==> src/rtl/spi_target_pkg.sv <==
// rtl/spi_target_pkg.sv - shared constants and types for the ADXL362-style SPI target
package spi_target_pkg;

  localparam logic [7:0] CMD_WRITE      = 8'h0A;
  localparam logic [7:0] CMD_READ       = 8'h0B;

  localparam logic [7:0] ADDR_DEVID_AD  = 8'h00;
  localparam logic [7:0] ADDR_DEVID_MST = 8'h01;
  localparam logic [7:0] ADDR_PARTID    = 8'h02;
  localparam logic [7:0] ADDR_XDATA_L   = 8'h0E;
  localparam logic [7:0] ADDR_ZDATA_H   = 8'h13;
  localparam logic [7:0] ADDR_RO_LIMIT  = 8'h14;

  localparam logic [7:0] RST_DEVID_AD   = 8'hAD;
  localparam logic [7:0] RST_DEVID_MST  = 8'h1D;
  localparam logic [7:0] RST_PARTID     = 8'hF2;

  typedef enum logic [2:0] {
    ST_IDLE,
    ST_CMD,
    ST_ADDR,
    ST_DATA,
    ST_IGNORE
  } spi_state_t;

  function automatic logic [7:0] reg_reset_value(input logic [7:0] addr);
    case (addr)
      ADDR_DEVID_AD:  return RST_DEVID_AD;
      ADDR_DEVID_MST: return RST_DEVID_MST;
      ADDR_PARTID:    return RST_PARTID;
      default:        return 8'h00;
    endcase
  endfunction

endpackage

==> src/rtl/spi_sync_edge.sv <==
// rtl/spi_sync_edge.sv - multi-flop synchroniser with registered rise/fall pulse outputs
module spi_sync_edge #(
  parameter int   STAGES = 2,
  parameter logic INIT   = 1'b0
) (
  input  logic clock,
  input  logic reset,
  input  logic din,
  output logic rise,
  output logic fall
);

  logic [STAGES-1:0] chain;
  logic              prev;

  always_ff @(posedge clock or posedge reset) begin
    if (reset) begin
      chain <= {STAGES{INIT}};
      prev  <= INIT;
    end else begin
      chain <= (chain << 1) | STAGES'(din);
      prev  <= chain[STAGES-1];
    end
  end

  assign rise = chain[STAGES-1] & ~prev;
  assign fall = ~chain[STAGES-1] & prev;

endmodule

==> src/rtl/spi_accel_target.sv <==
// rtl/spi_accel_target.sv - SPI mode-0 target with auto-incrementing byte register bank and XYZ load port
module spi_accel_target
  import spi_target_pkg::*;
#(
  parameter int NUM_REGS    = 64,
  parameter int SYNC_STAGES = 2
) (
  input  logic        clock,
  input  logic        reset,
  input  logic        sclk,
  input  logic        cs,
  input  logic        copi,
  output logic        cipo,
  output logic        cipo_oe,
  input  logic        data_load,
  input  logic [47:0] data_in,
  output logic        wr_valid,
  output logic [7:0]  wr_addr,
  output logic [7:0]  wr_data
);

  localparam int AW        = (NUM_REGS > 1) ? $clog2(NUM_REGS) : 1;
  localparam int XYZ_BYTES = int'(ADDR_ZDATA_H) - int'(ADDR_XDATA_L) + 1;

  logic                   sclk_rise, sclk_fall, cs_rise, cs_fall;
  logic [SYNC_STAGES-1:0] copi_sync;
  logic                   copi_q, cs_low, cs_active, byte_done;
  logic                   is_read, tx_hold, load_pending;
  logic [2:0]             bit_cnt;
  logic [6:0]             rx_shift;
  logic [7:0]             rx_byte, tx_shift, ptr, ptr_next;
  logic [47:0]            load_data;
  logic [7:0]             bank [NUM_REGS];
  spi_state_t             state, state_next;

  spi_sync_edge #(.STAGES(SYNC_STAGES), .INIT(1'b0)) u_sclk_sync (
    .clock(clock), .reset(reset), .din(sclk), .rise(sclk_rise), .fall(sclk_fall)
  );

  spi_sync_edge #(.STAGES(SYNC_STAGES), .INIT(1'b1)) u_cs_sync (
    .clock(clock), .reset(reset), .din(cs), .rise(cs_rise), .fall(cs_fall)
  );

  always_ff @(posedge clock or posedge reset) begin
    if (reset) copi_sync <= '0;
    else       copi_sync <= (copi_sync << 1) | SYNC_STAGES'(copi);
  end

  function automatic logic in_range(input logic [7:0] a);
    return int'(a) < NUM_REGS;
  endfunction

  function automatic logic [7:0] bank_rd(input logic [7:0] a);
    return in_range(a) ? bank[a[AW-1:0]] : 8'h00;
  endfunction

  assign copi_q    = copi_sync[SYNC_STAGES-1];
  // a cs rise wins over any sclk edge seen in the same cycle
  assign cs_active = cs_low & ~cs_rise;
  assign rx_byte   = {rx_shift, copi_q};
  assign byte_done = cs_active & sclk_rise & (bit_cnt == 3'd7);
  assign ptr_next  = (int'(ptr) == NUM_REGS - 1) ? 8'h00 : ptr + 8'h01;
  assign cipo_oe   = cs_low;
  assign cipo      = cs_low & tx_shift[7];

  always_ff @(posedge clock or posedge reset) begin
    if (reset) state <= ST_IDLE;
    else       state <= state_next;
  end

  always_comb begin
    state_next = state;
    if (cs_rise) begin
      state_next = ST_IDLE;
    end else if (cs_fall) begin
      state_next = ST_CMD;
    end else if (byte_done) begin
      case (state)
        ST_CMD:  state_next = (rx_byte == CMD_WRITE || rx_byte == CMD_READ) ? ST_ADDR : ST_IGNORE;
        ST_ADDR: state_next = ST_DATA;
        default: state_next = state;
      endcase
    end
  end

  always_ff @(posedge clock or posedge reset) begin
    if (reset) begin
      cs_low       <= 1'b0;
      bit_cnt      <= 3'd0;
      rx_shift     <= 7'd0;
      tx_shift     <= 8'h00;
      tx_hold      <= 1'b0;
      is_read      <= 1'b0;
      ptr          <= 8'h00;
      wr_valid     <= 1'b0;
      wr_addr      <= 8'h00;
      wr_data      <= 8'h00;
      load_pending <= 1'b0;
      load_data    <= 48'h0;
      for (int i = 0; i < NUM_REGS; i++) bank[AW'(i)] <= reg_reset_value(8'(i));
    end else begin
      wr_valid <= 1'b0;
      if (cs_fall)      cs_low <= 1'b1;
      else if (cs_rise) cs_low <= 1'b0;

      if (cs_fall) begin
        bit_cnt  <= 3'd0;
        tx_shift <= 8'h00;
        tx_hold  <= 1'b0;
      end else if (cs_active) begin
        if (sclk_rise) begin
          rx_shift <= rx_byte[6:0];
          bit_cnt  <= bit_cnt + 3'd1;
        end
        if (byte_done) begin
          case (state)
            ST_CMD: is_read <= (rx_byte == CMD_READ);
            ST_ADDR: begin
              ptr <= rx_byte;
              if (is_read) begin
                tx_shift <= bank_rd(rx_byte);
                tx_hold  <= 1'b1;
              end
            end
            ST_DATA: begin
              if (is_read) begin
                tx_shift <= bank_rd(ptr_next);
                tx_hold  <= 1'b1;
              end else if (ptr >= ADDR_RO_LIMIT && in_range(ptr)) begin
                bank[ptr[AW-1:0]] <= rx_byte;
                wr_valid          <= 1'b1;
                wr_addr           <= ptr;
                wr_data           <= rx_byte;
              end
              ptr <= ptr_next;
            end
            default: ;
          endcase
        end
        // the bit just loaded must survive the fall that follows its load
        if (sclk_fall) begin
          if (tx_hold) tx_hold  <= 1'b0;
          else         tx_shift <= {tx_shift[6:0], 1'b0};
        end
      end

      // XYZ samples are deferred while a frame is open so a burst never tears a sample
      if (load_pending && !cs_low) begin
        for (int i = 0; i < XYZ_BYTES; i++) bank[AW'(int'(ADDR_XDATA_L) + i)] <= load_data[8*i +: 8];
        load_pending <= 1'b0;
      end
      if (data_load) begin
        if (cs_low) begin
          load_data    <= data_in;
          load_pending <= 1'b1;
        end else begin
          for (int i = 0; i < XYZ_BYTES; i++) bank[AW'(int'(ADDR_XDATA_L) + i)] <= data_in[8*i +: 8];
          load_pending <= 1'b0;
        end
      end
    end
  end

endmodule

==> config.mk <==
export PLATFORM = sky130hd
export DESIGN_NAME = spi_accel_target
export DESIGN_NICKNAME = d
export VERILOG_FILES = /design/src/rtl/spi_target_pkg.sv /design/src/rtl/spi_sync_edge.sv /design/src/rtl/spi_accel_target.sv
export SDC_FILE = /design/constraint.sdc
export NUM_CORES = 1
export LEC_CHECK = 0
export CORE_MARGIN = 3
export CORE_UTILIZATION = 52
export DETAILED_ROUTE_END_ITERATION = 8
export PLACE_DENSITY = 0.7
export SYNTH_ARGS = -nofsm -noshare
export SYNTH_HDL_FRONTEND = slang
export SYNTH_HIERARCHICAL = 1
export SYNTH_SLANG_ARGS = --single-unit
==> constraint.sdc <==
create_clock -name clock -period 11.3 [get_ports clock]
set_input_delay 2.26 -clock clock [delete_from_list [all_inputs] [get_ports clock]]
set_output_delay 2.26 -clock clock [all_outputs]
set_load 0.02 [all_outputs]
==> run_1/pinout.png <==
Drawn at 2 px/um. Pins as bars across the die edge, other pins in grey.
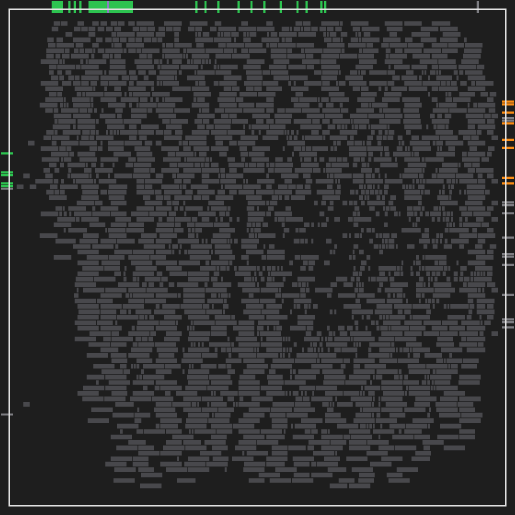
[green] `data_in` | pins: 48 | direction: input | edge: 43 top, 5 left
[orange] `wr_data` | pins: 8 | direction: output | edge: right
[purple] `data_load` | pins: 1 | direction: input | edge: top

==> run_1/m3.png <==
Drawn at 2 px/um.
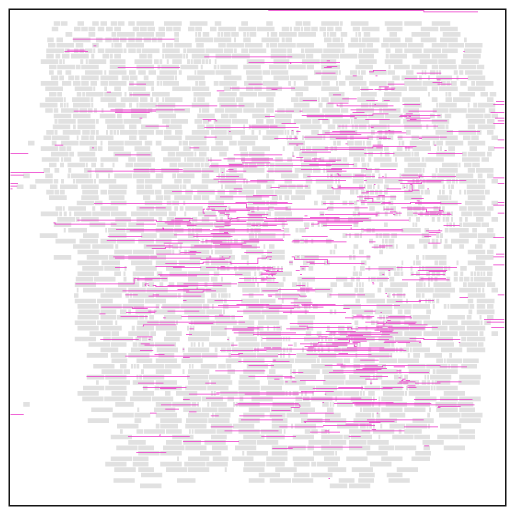
nets with wire on the layer: 301
longest straight run: 88.3 um
main direction: horizontal
share of all routed wire: 9.5%

==> run_1/congestion_map.png <==
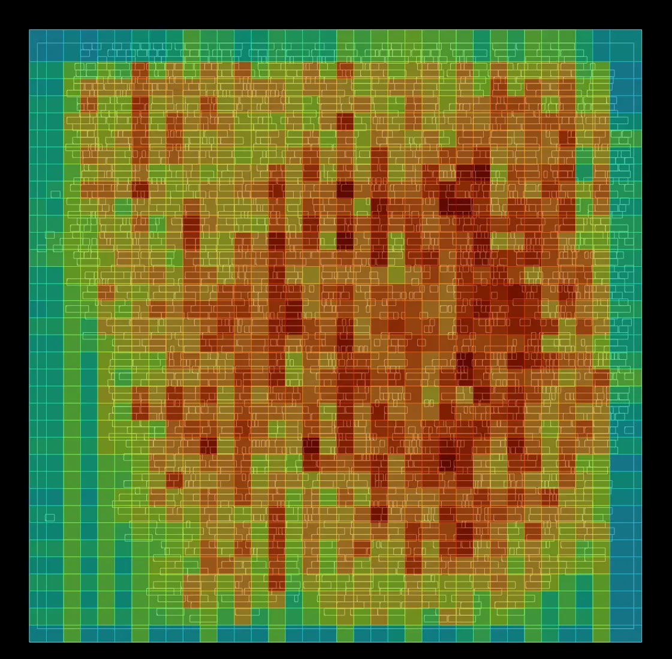
GR Util met2: 45.3%
share of the core filled with cells in the final layout: 58.8%
DR WL/cell: 30.5 um
fraction of met3 tracks used by global routing: 6.00%

==> run_1/m2.png <==
Drawn at 2 px/um.
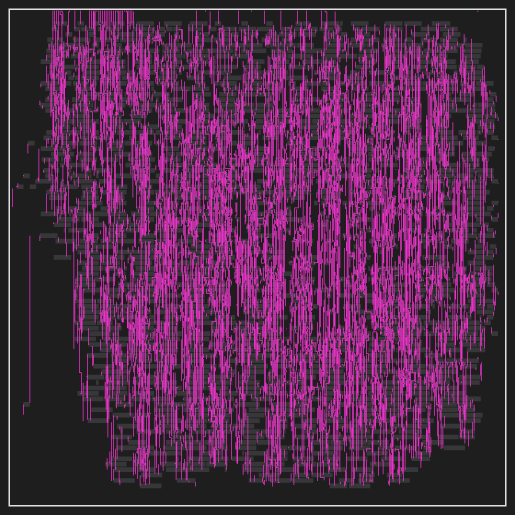
nets with wire on the layer: 1926
wire length on this layer: 41.1 mm
longest straight run: 93.5 um
via count: 19700
total detailed-routing wirelength: 88.5 mm

==> ds_physical_params.txt, run 1 <==
Characteristics after synthesis and place and route

Parameter                              Value

Floorplan
  Number of top-level pins .................. 73
  Std-Cell Core Area .................. 57000 um^2
  Number of core rows .................. 87
  Init Core Util .................. 53.2%
  Total die area .................. 61200 um^2
  Y dimension of the die .................. 247 um
  Width of the chip .................. 247 um

Global route
  Top Usage Layer GRT .................. met2
  Total track usage .................. 29.6%
  Largest net degree at the start of global routing .................. 101
  Number of antenna violations at the first check in global routing .................. 1
  Number of global-route vias before repair .................. 19800
  GR met1 Demand/Resource .................. 42.0%
  Overflow left after global routing .................. 0
  Wire length of the first global-routing pass .................. 133 mm

STA
  Final Critical Period .................. 4.90 ns
  Setup Skew .................. 0.0267 ns
  Total Negative Setup Slacks .................. 0 ns
  Post-layout period usage of the worst path .................. 43.3%
  Min Hold Slack .................. 0.347 ns
  FMAX .................. 204 MHz
  RSZ-0062 raised after global routing .................. false
  Count of final hold-check violations .................. 0
  # setup viols final .................. 0
  Max-slew headroom .................. 22.0%
  Least-Margin Pin Slew .................. 1.17 ns
  Count of final max-slew check failures .................. 0

Clock tree
  Clock Pin Slew Worst Setup and Hold Paths .................. 0.06 ns
  # H-tree levels .................. 3
  Clock tree from TritonCTS .................. yes
  Number of hold buffers added after CTS .................. 0
  Clk sinks .................. 618
  Number of buffers inserted by post-CTS setup repair .................. 0
  # resized after CTS .................. 0
  Number of buffers added by the clock tree synthesis step .................. 66
  Clock network latency to the later pin of the worst-skew pair .................. 0.60 ns
  Bufs on Longest Clock Path .................. 3
  Root cell of the clock tree .................. sky130_fd_sc_hd__clkbuf_16

Setup path
  Dominant delay contributor by cell family on the critical path .................. buffers and inverters
  Critical Path Max Stage Delay .................. 0.94 ns
  Crit path max fanout .................. 86
  Critical-path top delay cell .................. sky130_fd_sc_hd__buf_4
  Critical path launch point .................. reset
  Category of the critical setup timing path .................. primary input to asynchronous set/reset pin
  Data arrival time of the worst path .................. 5.34 ns
  Setup slack on the worst flop-to-flop path .................. 6.56 ns
  Critical path buffer and inverter count .................. 5
  Endpoint of the most critical setup path .................. copi_sync[1]$_DFF_PP0_
  Startpoint type of the worst setup path .................. primary input
  Required time at the worst-slack endpoint .................. 11.74 ns
  Crit path capture type .................. asynchronous set/reset pin
  CP most frequent cell .................. sky130_fd_sc_hd__buf_4
  Worst Reg-to-Reg Cells .................. 11
  Worst path depth .................. 5
  Beginning of the worst register-to-register path .................. ptr[0]$_DFFE_PP0P_
  Reg2reg end .................. tx_shift[2]$_DFFE_PP0P_
  Ordered cell list for the critical path .................. clkdlybuf4s50_1, clkinvlp_4, buf_4, buf_4, buf_4

Power
  Design internal power .................. 0.00422 W
  VDD IR max .................. 0.000104 V
  Share of power burned in the clock network .................. 40.4%
  Fraction of power spent switching nets .................. 26.4%
  Sequential power share .................. 45.8%
  Post-route total power .................. 0.00573 W
  Pwr dens .................. 171 nW/um^2
  Power dissipated by switching net loads .................. 0.00151 W
  Lkg Pwr .................. 12.8 nW
  Portion of total power attributed to combinational logic .................. 13.8%

Route
  Post-route DRC .................. 0
  Number of search-and-repair iterations in the first detailed-routing pass .................. 6
  Via-to-Cell Ratio .................. 6.80
  Met1 layer wirelength in the final routing .................. 35.4 mm
  Met2 Wirelength .................. 41.1 mm
  Top Layer Used .................. met5
  Antenna viol nets, final .................. 0
  Starting DRT DRC Count .................. 2292
  Met3 wire length .................. 8.37 mm

Yosys
  Top-area cell share .................. 28.5%
  Largest family of logic cells by area .................. multiplexers
  Area figure in the yosys stat output .................. 30300 um^2
  Number of enable-type register cells in the synthesized netlist .................. 256
  Mean area per synthesized cell .................. 13.9 um^2
  Synthesized netlist cell count .................. 2175
  Top cells by count .................. sky130_fd_sc_hd__dfrtp_1 (345), sky130_fd_sc_hd__edfxtp_1 (256), sky130_fd_sc_hd__mux4_2 (214)
  Fraction of the mapped netlist area in simple logic gates .................. 7.43%
  Post-synthesis share of cell area spent on full adders, half adders and majority gates .................. 0.165%
  Seq cells post-synth .................. 618
  Floorplan net count .................. 2233
  Post-synth ARST share .................. 58.6%
  Area fraction in compound gates .................. 6.99%
  Share of synthesized area spent on multiplexers .................. 25.6%
  Sequential element share of the synthesized area .................. 55.3%
  Most used DFF post-synth .................. sky130_fd_sc_hd__dfrtp_1
  Tally of yosys warning messages .................. 6
  Post-synthesis instance area .................. 30300 um^2
  Most common cell in the synthesized netlist .................. sky130_fd_sc_hd__dfrtp_1
  Distinct lib cells .................. 89
  Most area-hungry cell type in the Yosys netlist .................. sky130_fd_sc_hd__dfrtp_1
  XOR/XNOR Fraction of Synth Area .................. 0.227%
  # Cells Yosys .................. 2175
  Largest cells by area after synthesis .................. sky130_fd_sc_hd__dfrtp_1 (28%), sky130_fd_sc_hd__edfxtp_1 (25%), sky130_fd_sc_hd__mux4_2 (16%), sky130_fd_sc_hd__mux2_2 (6.0%), sky130_fd_sc_hd__nand2_1 (2.6%)

Cells and area
  Commonest non-fill, non-tap cells in the layout .................. sky130_fd_sc_hd__dfrtp_1 (339), sky130_fd_sc_hd__edfxtp_1 (256), sky130_fd_sc_hd__mux4_2 (214), sky130_fd_sc_hd__nand2_1 (205), sky130_fd_sc_hd__mux2_2 (162)
  Dominant logic cell type in the layout .................. sky130_fd_sc_hd__dfrtp_1
  Non-Filler Instances .................. 2901
  Net count, final .................. 2150
  Fraction of final layout cells sized beyond drive strength 1 .................. 27.5%
  Area growth from synthesis to layout .................. 10.7%

Place
  Buffers on Ports .................. 72
  Detailed placement HPWL .................. 59.1 mm
  Placer's final routability congestion estimate .................. 0.955
  Cell count after placement .................. 2780

Hold path
  Depth of the worst hold-timing path .................. 0
  Hold Path Origin .................. copi_sync[0]$_DFF_PP0_
  Hold crit path type .................. flip-flop to flip-flop
  Min-Delay Endpoint .................. copi_sync[1]$_DFF_PP0_

Flow run
  Warning total across the stage logs .................. 31
  Maximum capacitance violations .................. 0

Run status
  Result of the run .................. completed
run 1: final cells by class:
cell class                      count  area, um^2
Timing Repair Buffer              120        1090
Antenna cell                        1        2.50
Fill cell                        4344       23500
Tap cell                          756         946
Clock buffer                       86        1860
Sequential cell                   618       16800
Clock inverter                     34         455
Multi-Input combinational cell   1267       12300
Inverter                           19        75.1
run 1: flip-flops by register name (all words and copies together) (netlist names), 2 cells and up:
name,cells
wr_data,8
rx_shift,7
state,3
load_data,48
tx_shift,8
u_cs_sync/chain,2
copi_sync,2
u_sclk_sync/chain,2
bank,512
wr_addr,8
ptr,8
bit_cnt,3
run 1: worst register-to-register path: stages, from the launching register on:
cell	delay (ns)
sky130_fd_sc_hd__dfrtp_1	0.34
sky130_fd_sc_hd__buf_4	0.35
sky130_fd_sc_hd__clkinv_1	0.46
sky130_fd_sc_hd__ha_4	0.62
sky130_fd_sc_hd__buf_4	0.59
sky130_fd_sc_hd__buf_4	0.67
sky130_fd_sc_hd__nor2_1	0.32
sky130_fd_sc_hd__buf_4	0.28
sky130_fd_sc_hd__a32oi_1	0.16
sky130_fd_sc_hd__o21ai_1	0.10
sky130_fd_sc_hd__a2111o_1	0.47
sky130_fd_sc_hd__o32ai_1	0.28
run 1: power by group through the flow:
stage                     Sequential (W)  Combinational, W  Clock (W)
after floorplan                  0.00262          0.000495          0
after global placement           0.00266          0.000765          0
after detailed placement         0.00266          0.000783          0
after CTS                        0.00262          0.000782    0.00234
after global routing             0.00264          0.000832    0.00243
final                            0.00262          0.000791    0.00232
run 1: stage by stage:
stage	cell area, um^2	worst slack (ns)
after detailed placement	31200	5.69
after CTS	33500	6.33
after global placement	31200	5.76
after floorplan	30300	2.64
final	33600	6.40
after global routing	33600	5.93
==> run 1 -> run 2 <==
Clock period 11.3 ns to 4.4 ns, I/O delays scaled along.
==> run 2 against run 1 <==
Compared with the run above: sequential power rose to 2.6 times the previous value; worst setup slack lost 6.0 ns; sequential cell count stayed put; register-to-register slack lost 6.1 ns; global-route usage up 1.1 points; sequential share of layout area decreased by 0.89 points; critical endpoint is now tx_shift[2]$_DFFE_PP0P_; largest cell class unchanged.
==> ds_physical_params.txt, run 2 <==
Characteristics after synthesis and place and route

Parameter                              Value

Cells and area
  CLK BUF .................. 90 (+4.7%)
  Total inserted antenna cells .................. 1 (unchanged)
  ClkCell Share .................. 6.67% (-0.24 points)
  Dominant logic cell type in the layout .................. sky130_fd_sc_hd__dfrtp_1
  Net count, final .................. 2222 (+3.3%)
  Area growth from synthesis to layout .................. 12.7%
  Area used by sequential logic in the layout .................. 16800 um^2 (unchanged)
  Commonest non-fill, non-tap cells in the layout .................. sky130_fd_sc_hd__dfrtp_1 (339), sky130_fd_sc_hd__edfxtp_1 (256), sky130_fd_sc_hd__mux4_2 (214), sky130_fd_sc_hd__nand2_1 (205), sky130_fd_sc_hd__mux2_2 (162)
  Buffer count excluding the clock tree in the final layout .................. 191 (+59%)
  Fillers .................. 4348 (+0.092%)
  Non-Filler Instances .................. 2973 (+2.5%)
  Sequential share of cell area .................. 49.1% (-0.89 points)
  Flip-flops .................. 618 (unchanged)
  Multi-input gate share of total cell area .................. 36.1% (-0.68 points)
  Largest registers .................. bank: 512 flops, load_data: 48 flops
  Non-clk buf share .................. 5.13% (+1.9 points)
  Cell type taking the most area .................. registers
  Fraction of final layout cells sized beyond drive strength 1 .................. 29.7% (+2.2 points)
  Inverter count of the layout excluding clock inverters .................. 19 (unchanged)
  Number of flip-flops in the largest register .................. 512 (unchanged)
  MI comb area .................. 12300 um^2 (about the same)
  Count of multi-input combinational gates .................. 1267 (unchanged)
  Most flop-heavy register .................. bank

Floorplan
  Number of core rows .................. 87 (unchanged)
  Number of well-tap cells placed .................. 756 (unchanged)
  Init Core Util .................. 53.2% (unchanged)
  Std-Cell Core Area .................. 57000 um^2 (unchanged)
  Width of the chip .................. 247 um (unchanged)
  Total die area .................. 61200 um^2 (unchanged)
  Number of top-level pins .................. 73 (unchanged)
  Y dimension of the die .................. 247 um (unchanged)

Power
  Lkg Pwr .................. 13.1 nW (+2.8%)
  Sequential power share .................. 46.1% (+0.3 points)
  Fraction of power spent switching nets .................. 27.3% (+0.94 points)
  VDD IR max .................. 0.000300 V (+190%)
  Pwr dens .................. 431 nW/um^2 (+150%)
  Power dissipated by switching net loads .................. 0.00402 W (+170%)
  Design internal power .................. 0.0107 W (+150%)
  Share of power burned in the clock network .................. 39.7% (-0.7 points)
  Portion of total power attributed to combinational logic .................. 14.2% (+0.4 points)

Clock tree
  Number of buffers added by the clock tree synthesis step .................. 67 (+1.5%)
  Bufs on Longest Clock Path .................. 3 (unchanged)
  Clock tree from TritonCTS .................. yes
  # H-tree levels .................. 3 (unchanged)
  Number of buffers inserted by post-CTS setup repair .................. 0 (unchanged)
  Clock network latency to the later pin of the worst-skew pair .................. 0.62 ns (+0.02 ns)
  Clock Pin Slew Worst Setup and Hold Paths .................. 0.07 ns (about the same)
  Root cell of the clock tree .................. sky130_fd_sc_hd__clkbuf_16
  # resized after CTS .................. 0 (unchanged)
  Clk sinks .................. 618 (unchanged)
  Number of hold buffers added after CTS .................. 0 (unchanged)

Flow run
  Maximum capacitance violations .................. 0 (unchanged)
  Warning total across the stage logs .................. 35 (+13%)

Place
  Placer's final routability congestion estimate .................. 0.968 (+1.4%)
  Buffers on Ports .................. 72 (unchanged)
  Cell count after placement .................. 2851 (+2.6%)
  Detailed placement HPWL .................. 62.9 mm (+6.4%)

Route
  Via-to-Cell Ratio .................. 6.82 (+0.23%)
  DR WL/cell .................. 31.2 um (+2.3%)
  Antenna viol nets, final .................. 0 (unchanged)
  Post-route DRC .................. 0 (unchanged)
  Starting DRT DRC Count .................. 2649 (+16%)
  Number of search-and-repair iterations in the first detailed-routing pass .................. 6 (unchanged)

Setup path
  Endpoint of the most critical setup path .................. tx_shift[2]$_DFFE_PP0P_
  Critical path launch point .................. ptr[0]$_DFFE_PP0P_
  Worst Reg-to-Reg Cells .................. 12 (+1)
  Setup slack on the worst flop-to-flop path .................. 0.42 ns (-6.14 ns)
  Required time at the worst-slack endpoint .................. 4.86 ns (-6.88 ns)
  Crit path capture type .................. flip-flop
  Beginning of the worst register-to-register path .................. ptr[0]$_DFFE_PP0P_
  Data arrival time of the worst path .................. 4.44 ns (-0.90 ns)
  Reg2reg end .................. tx_shift[2]$_DFFE_PP0P_
  Crit path max fanout .................. 18 (-79%)
  Startpoint type of the worst setup path .................. flip-flop
  Category of the critical setup timing path .................. flip-flop to flip-flop

STA
  FMAX .................. 251 MHz
  Final Critical Period .................. 3.98 ns
  Min Hold Slack .................. 0.347 ns (-0.000900 ns)
  Least-Margin Pin Slew .................. 1.28 ns (+0.114 ns)
  Setup Skew .................. 0.0280 ns (+0.00131 ns)
  Post-layout period usage of the worst path .................. 90.5%
  RSZ-0062 raised after global routing .................. false
  # setup viols final .................. 0 (unchanged)
  Count of final max-slew check failures .................. 0 (unchanged)
  Count of final hold-check violations .................. 0 (unchanged)
  Max-slew headroom .................. 14.2% (-7.7 points)

Global route
  Number of global-route vias before repair .................. 20000 (+1.3%)
  Wire length of the first global-routing pass .................. 137 mm (+2.7%)
  Largest net degree at the start of global routing .................. 161 (+59%)
  Overflow left after global routing .................. 0 (unchanged)
  Total track usage .................. 30.7% (+1.1 points)
  Number of antenna violations at the first check in global routing .................. 3 (+2)

Yosys
  Post-synthesis share of cell area spent on full adders, half adders and majority gates .................. 0.165% (unchanged)
  Area figure in the yosys stat output .................. 30300 um^2 (unchanged)
  Most common cell in the synthesized netlist .................. sky130_fd_sc_hd__dfrtp_1
  Synthesized netlist cell count .................. 2175 (unchanged)
  Post-synthesis instance area .................. 30300 um^2 (unchanged)
  Most used DFF post-synth .................. sky130_fd_sc_hd__dfrtp_1
  Top-area cell share .................. 28.5% (unchanged)
  Largest cells by area after synthesis .................. sky130_fd_sc_hd__dfrtp_1 (28%), sky130_fd_sc_hd__edfxtp_1 (25%), sky130_fd_sc_hd__mux4_2 (16%), sky130_fd_sc_hd__mux2_2 (6.0%), sky130_fd_sc_hd__nand2_1 (2.6%)
  Share of synthesized area spent on multiplexers .................. 25.6% (unchanged)
  Most area-hungry cell type in the Yosys netlist .................. sky130_fd_sc_hd__dfrtp_1
  Top cells by count .................. sky130_fd_sc_hd__dfrtp_1 (345), sky130_fd_sc_hd__edfxtp_1 (256), sky130_fd_sc_hd__mux4_2 (214)
  Area fraction in compound gates .................. 6.99% (unchanged)
  Mean area per synthesized cell .................. 13.9 um^2 (unchanged)
  Sequential element share of the synthesized area .................. 55.3% (unchanged)
  XOR/XNOR Fraction of Synth Area .................. 0.227% (unchanged)
  Post-synth ARST share .................. 58.6% (unchanged)
  Tally of yosys warning messages .................. 6 (unchanged)
  Fraction of the mapped netlist area in simple logic gates .................. 7.43% (unchanged)
  # Cells Yosys .................. 2175 (unchanged)
  Number of enable-type register cells in the synthesized netlist .................. 256 (unchanged)
  Largest family of logic cells by area .................. multiplexers
  Floorplan net count .................. 2233 (unchanged)
  Distinct lib cells .................. 89 (unchanged)
  Seq cells post-synth .................. 618 (unchanged)

Hold path
  Depth of the worst hold-timing path .................. 0 (unchanged)
  Hold crit path type .................. flip-flop to flip-flop
  Hold Path Origin .................. copi_sync[0]$_DFF_PP0_
  Min-Delay Endpoint .................. copi_sync[1]$_DFF_PP0_

Run status
  Result of the run .................. completed
## run 2: cell types whose count changed in the layout (fill, tap and decap cells not counted), sizes merged
cell	before	now
bufinv	11	7
clkbuf	86	90
clkinvlp	4	8
inv	18	22
clkinv	20	13
buf	48	119
## run 2: power groups by stage
stage	Combinational (W)	Sequential (W)	Clock, W
after floorplan	0.00127	0.00673	0
after global placement	0.00201	0.00688	0
after detailed placement	0.00205	0.00689	0
after CTS	0.00206	0.00678	0.00591
after global routing	0.00218	0.00682	0.00616
final	0.00209	0.00679	0.00585
## run 2: critical path, cell delays in order (launching register included)
cell and delay, ns:
sky130_fd_sc_hd__dfrtp_1 0.38, sky130_fd_sc_hd__ha_1 0.36, sky130_fd_sc_hd__nand3_1 0.38, sky130_fd_sc_hd__buf_4 0.22, sky130_fd_sc_hd__nor2_1 0.05, sky130_fd_sc_hd__buf_4 0.16, sky130_fd_sc_hd__nor2_2 0.93, sky130_fd_sc_hd__buf_4 0.32
sky130_fd_sc_hd__a311oi_1 0.06, sky130_fd_sc_hd__o211ai_1 0.12, sky130_fd_sc_hd__nor4b_1 0.54, sky130_fd_sc_hd__buf_4 0.21, sky130_fd_sc_hd__o32ai_1 0.07
## run 2: metal layers
layer,track usage (%),up-vias,routed length [um]
met1,43.6,10500,36800
met3,7.58,229,9610
li1,-,8303,-
met2,46.3,1210,42200
met4,11.9,2,4160
met5,0,-,18
## run 2: stage by stage
stage          utilization [%]  setup slack, ns  cell area, um^2  total power, W  TNS, ns
2_1_floorplan                -            -2.88            30300         0.00800  -518.90
3_3_place_gp              55.9            0.732            31900         0.00889        0
3_5_place_dp              55.9            0.572            31900         0.00894        0
4_1_cts                   59.9            0.539            34200          0.0147        0
5_1_grt                   59.9            0.329            34200          0.0152        0
6_report                  59.9            0.420            34200          0.0147        0
==> run_2/m2.png <==
Drawn at 2 px/um.
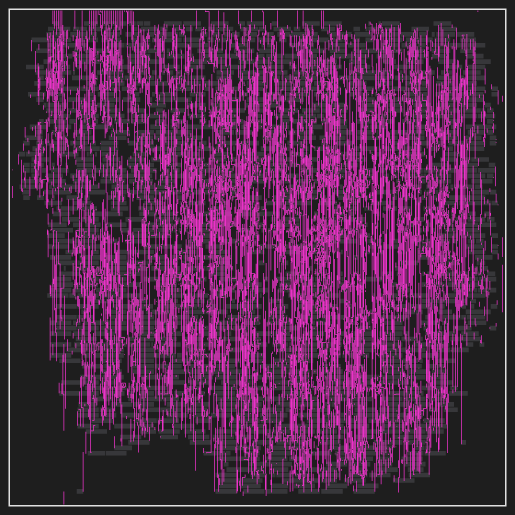
main direction: vertical
nets with wire on the layer: 1988
total detailed-routing wirelength: 92.8 mm
via count: 20300

==> run 2 -> run 3 <==
--- a/config.mk
+++ b/config.mk
@@ -9,2 +9,3 @@
 export CORE_UTILIZATION = 52
+export CTS_CLUSTER_SIZE = 24
 export DETAILED_ROUTE_END_ITERATION = 8
==> constraint.sdc (replaced) <==
create_clock -name clock -period 4.4 [get_ports clock]
set_input_delay 0.44 -clock clock [delete_from_list [all_inputs] [get_ports clock]]
set_output_delay 0.44 -clock clock [all_outputs]
set_load 0.02 [all_outputs]
==> run 3 against run 2 <==
Compared with the run above: routed wire length increased by 1.1%; critical path type unchanged; global-route usage increased by 0.77 points; via count decreased by 0.17%.
==> ds_physical_params.txt, run 3 <==
Characteristics after synthesis and place and route

Parameter                              Value

Floorplan
  Total die area .................. 61200 um^2 (unchanged)
  Width of the chip .................. 247 um (unchanged)
  Std-Cell Core Area .................. 57000 um^2 (unchanged)
  Init Core Util .................. 53.2% (unchanged)
  Number of core rows .................. 87 (unchanged)

Place
  Placer's final routability congestion estimate .................. 0.985 (+1.8%)
  Buffers on Ports .................. 72 (unchanged)
  Detailed placement HPWL .................. 63.3 mm (+0.54%)

Cells and area
  Net count, final .................. 2218 (-0.18%)
  Final instance area .................. 34100 um^2 (-0.27%)
  Largest registers .................. bank: 512 flops, load_data: 48 flops
  Area growth from synthesis to layout .................. 12.4%
  Non-Filler Instances .................. 2968 (-0.17%)
  Most flop-heavy register .................. bank
  Number of flip-flops in the largest register .................. 512 (unchanged)
  Fillers .................. 4337 (-0.25%)

Clock tree
  Number of buffers added by the clock tree synthesis step .................. 67 (unchanged)
  Root cell of the clock tree .................. sky130_fd_sc_hd__clkbuf_16
  Bufs on Longest Clock Path .................. 3 (unchanged)
  # resized after CTS .................. 0 (unchanged)
  Clk sinks .................. 618 (unchanged)
  Number of hold buffers added after CTS .................. 0 (unchanged)
  Clock Pin Slew Worst Setup and Hold Paths .................. 0.06 ns (about the same)
  # H-tree levels .................. 3 (unchanged)

Route
  Met1 layer wirelength in the final routing .................. 36.9 mm (+0.45%)
  Post-route DRC .................. 0 (unchanged)
  DR WL/cell .................. 31.6 um (+1.2%)
  Top Layer Used .................. met4
  Number of search-and-repair iterations in the first detailed-routing pass .................. 6 (unchanged)
  Via-to-Cell Ratio .................. 6.82 (about the same)
  Starting DRT DRC Count .................. 3016 (+14%)
  Antenna viol nets, final .................. 0 (unchanged)

Yosys
  Most used DFF post-synth .................. sky130_fd_sc_hd__dfrtp_1
  Sequential element share of the synthesized area .................. 55.3% (unchanged)
  Largest cells by area after synthesis .................. sky130_fd_sc_hd__dfrtp_1 (28%), sky130_fd_sc_hd__edfxtp_1 (25%), sky130_fd_sc_hd__mux4_2 (16%), sky130_fd_sc_hd__mux2_2 (6.0%), sky130_fd_sc_hd__nand2_1 (2.6%)
  Area figure in the yosys stat output .................. 30300 um^2 (unchanged)
  Mean area per synthesized cell .................. 13.9 um^2 (unchanged)
  # Cells Yosys .................. 2175 (unchanged)
  Floorplan net count .................. 2233 (unchanged)
  Post-synth ARST share .................. 58.6% (unchanged)
  Most area-hungry cell type in the Yosys netlist .................. sky130_fd_sc_hd__dfrtp_1
  Synthesized netlist cell count .................. 2175 (unchanged)
  Most common cell in the synthesized netlist .................. sky130_fd_sc_hd__dfrtp_1
  Number of enable-type register cells in the synthesized netlist .................. 256 (unchanged)
  Top-area cell share .................. 28.5% (unchanged)

Power
  VDD IR max .................. 0.000346 V (+15%)
  Pwr dens .................. 429 nW/um^2 (-0.45%)

Global route
  Fraction of met3 tracks used by global routing .................. 7.17% (-0.41 points)
  Top Usage Layer GRT .................. met2
  GR met1 Demand/Resource .................. 45.4% (+1.8 points)
  Overflow left after global routing .................. 0 (unchanged)

Setup path
  Category of the critical setup timing path .................. flip-flop to flip-flop
  Critical-path top delay cell .................. sky130_fd_sc_hd__nor4_1
  Critical Path Max Stage Delay .................. 0.84 ns (-0.09 ns)
  Ordered cell list for the critical path .................. ha_1, and3_4, a21oi_4, buf_4, mux4_1, nor4_1, or4_1, o31ai_1
  Startpoint type of the worst setup path .................. flip-flop
  Dominant delay contributor by cell family on the critical path .................. simple AND/OR/NAND/NOR gates
  Data arrival time of the worst path .................. 4.69 ns (+0.25 ns)
  Crit path capture type .................. flip-flop

STA
  FMAX .................. 237 MHz (-5.5%)
  # setup viols final .................. 0 (unchanged)
  Min Hold Slack .................. 0.267 ns (-0.0799 ns)
  Post-layout period usage of the worst path .................. 95.8% (+5.3 points)
  Final Critical Period .................. 4.21 ns (+0.233 ns)
  Setup Skew .................. 0.0228 ns (-0.00517 ns)
  Total Negative Setup Slacks .................. 0 ns (unchanged)

Flow run
  Maximum capacitance violations .................. 0 (unchanged)
  Warning total across the stage logs .................. 35 (unchanged)

Run status
  Result of the run .................. completed
[run 3: cell count changes in the layout (fill, tap and decap cells not counted), sizes merged]
cell | previous run | this run
buf | 119 | 115
clkbuf | 90 | 86
inv | 22 | 23
clkinvlp | 8 | 4
clkinv | 13 | 19
[run 3: where the power goes]
group	switching, W	leakage [nW]	internal (W)
registers	0.000395	7.09	0.00642
clock network	0.00237	1.09	0.00339
logic	0.00123	4.89	0.000821
[run 3: kinds of logic after synthesis]
family | after synthesis | share of synthesized area (%)
DFF | 618 | 55.3
and+or+nand+nor | 484 | 7.43
muxes | 463 | 25.6
AOI/OAI and AO/OA | 309 | 6.99
buffers and inverters | 290 | 4.32
xor gates and xnor gates | 7 | 0.227
adders and majority gates | 4 | 0.165
[run 3: path summary, 6_finish.rpt]
check,end,cells past startpoint,startpoint
max reg2reg,tx_shift[7]$_DFFE_PP0P_,8,ptr[1]$_DFFE_PP0P_
max,tx_shift[7]$_DFFE_PP0P_,8,ptr[1]$_DFFE_PP0P_
min,u_cs_sync/chain[0]$_DFF_PP1_,1,cs
min in group asynchronous,u_sclk_sync/prev$_DFF_PP0_,2,reset
max in group asynchronous,copi_sync[1]$_DFF_PP0_,3,reset
min reg2reg,copi_sync[1]$_DFF_PP0_,0,copi_sync[0]$_DFF_PP0_
[run 3: area by class of cell]
| class | instances | area [um^2] | area share [%] |
|---|---|---|---|
| Sequential cell | 618 | 16800 | 49.3 |
| Clock inverter | 34 | 383 | 1.12 |
| Timing Repair Buffer | 187 | 1710 | 5.02 |
| Inverter | 19 | 75.1 | 0.220 |
| Clock buffer | 86 | 1840 | 5.41 |
| Antenna cell | 1 | 2.50 | 0.00734 |
| Tap cell | 756 | 946 | 2.78 |
| Multi-Input combinational cell | 1267 | 12300 | 36.2 |
==> run_3/m2.png <==
Drawn at 2 px/um.
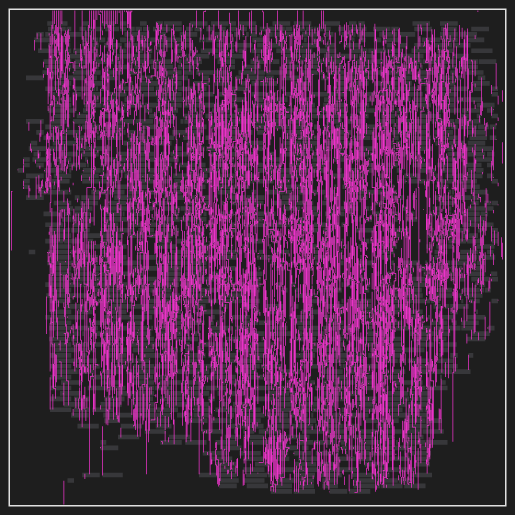
via count: 20200
total detailed-routing wirelength: 93.8 mm
GR Util met2: 45.9%

No activity file was given, so power comes from the tool's default toggle rates.
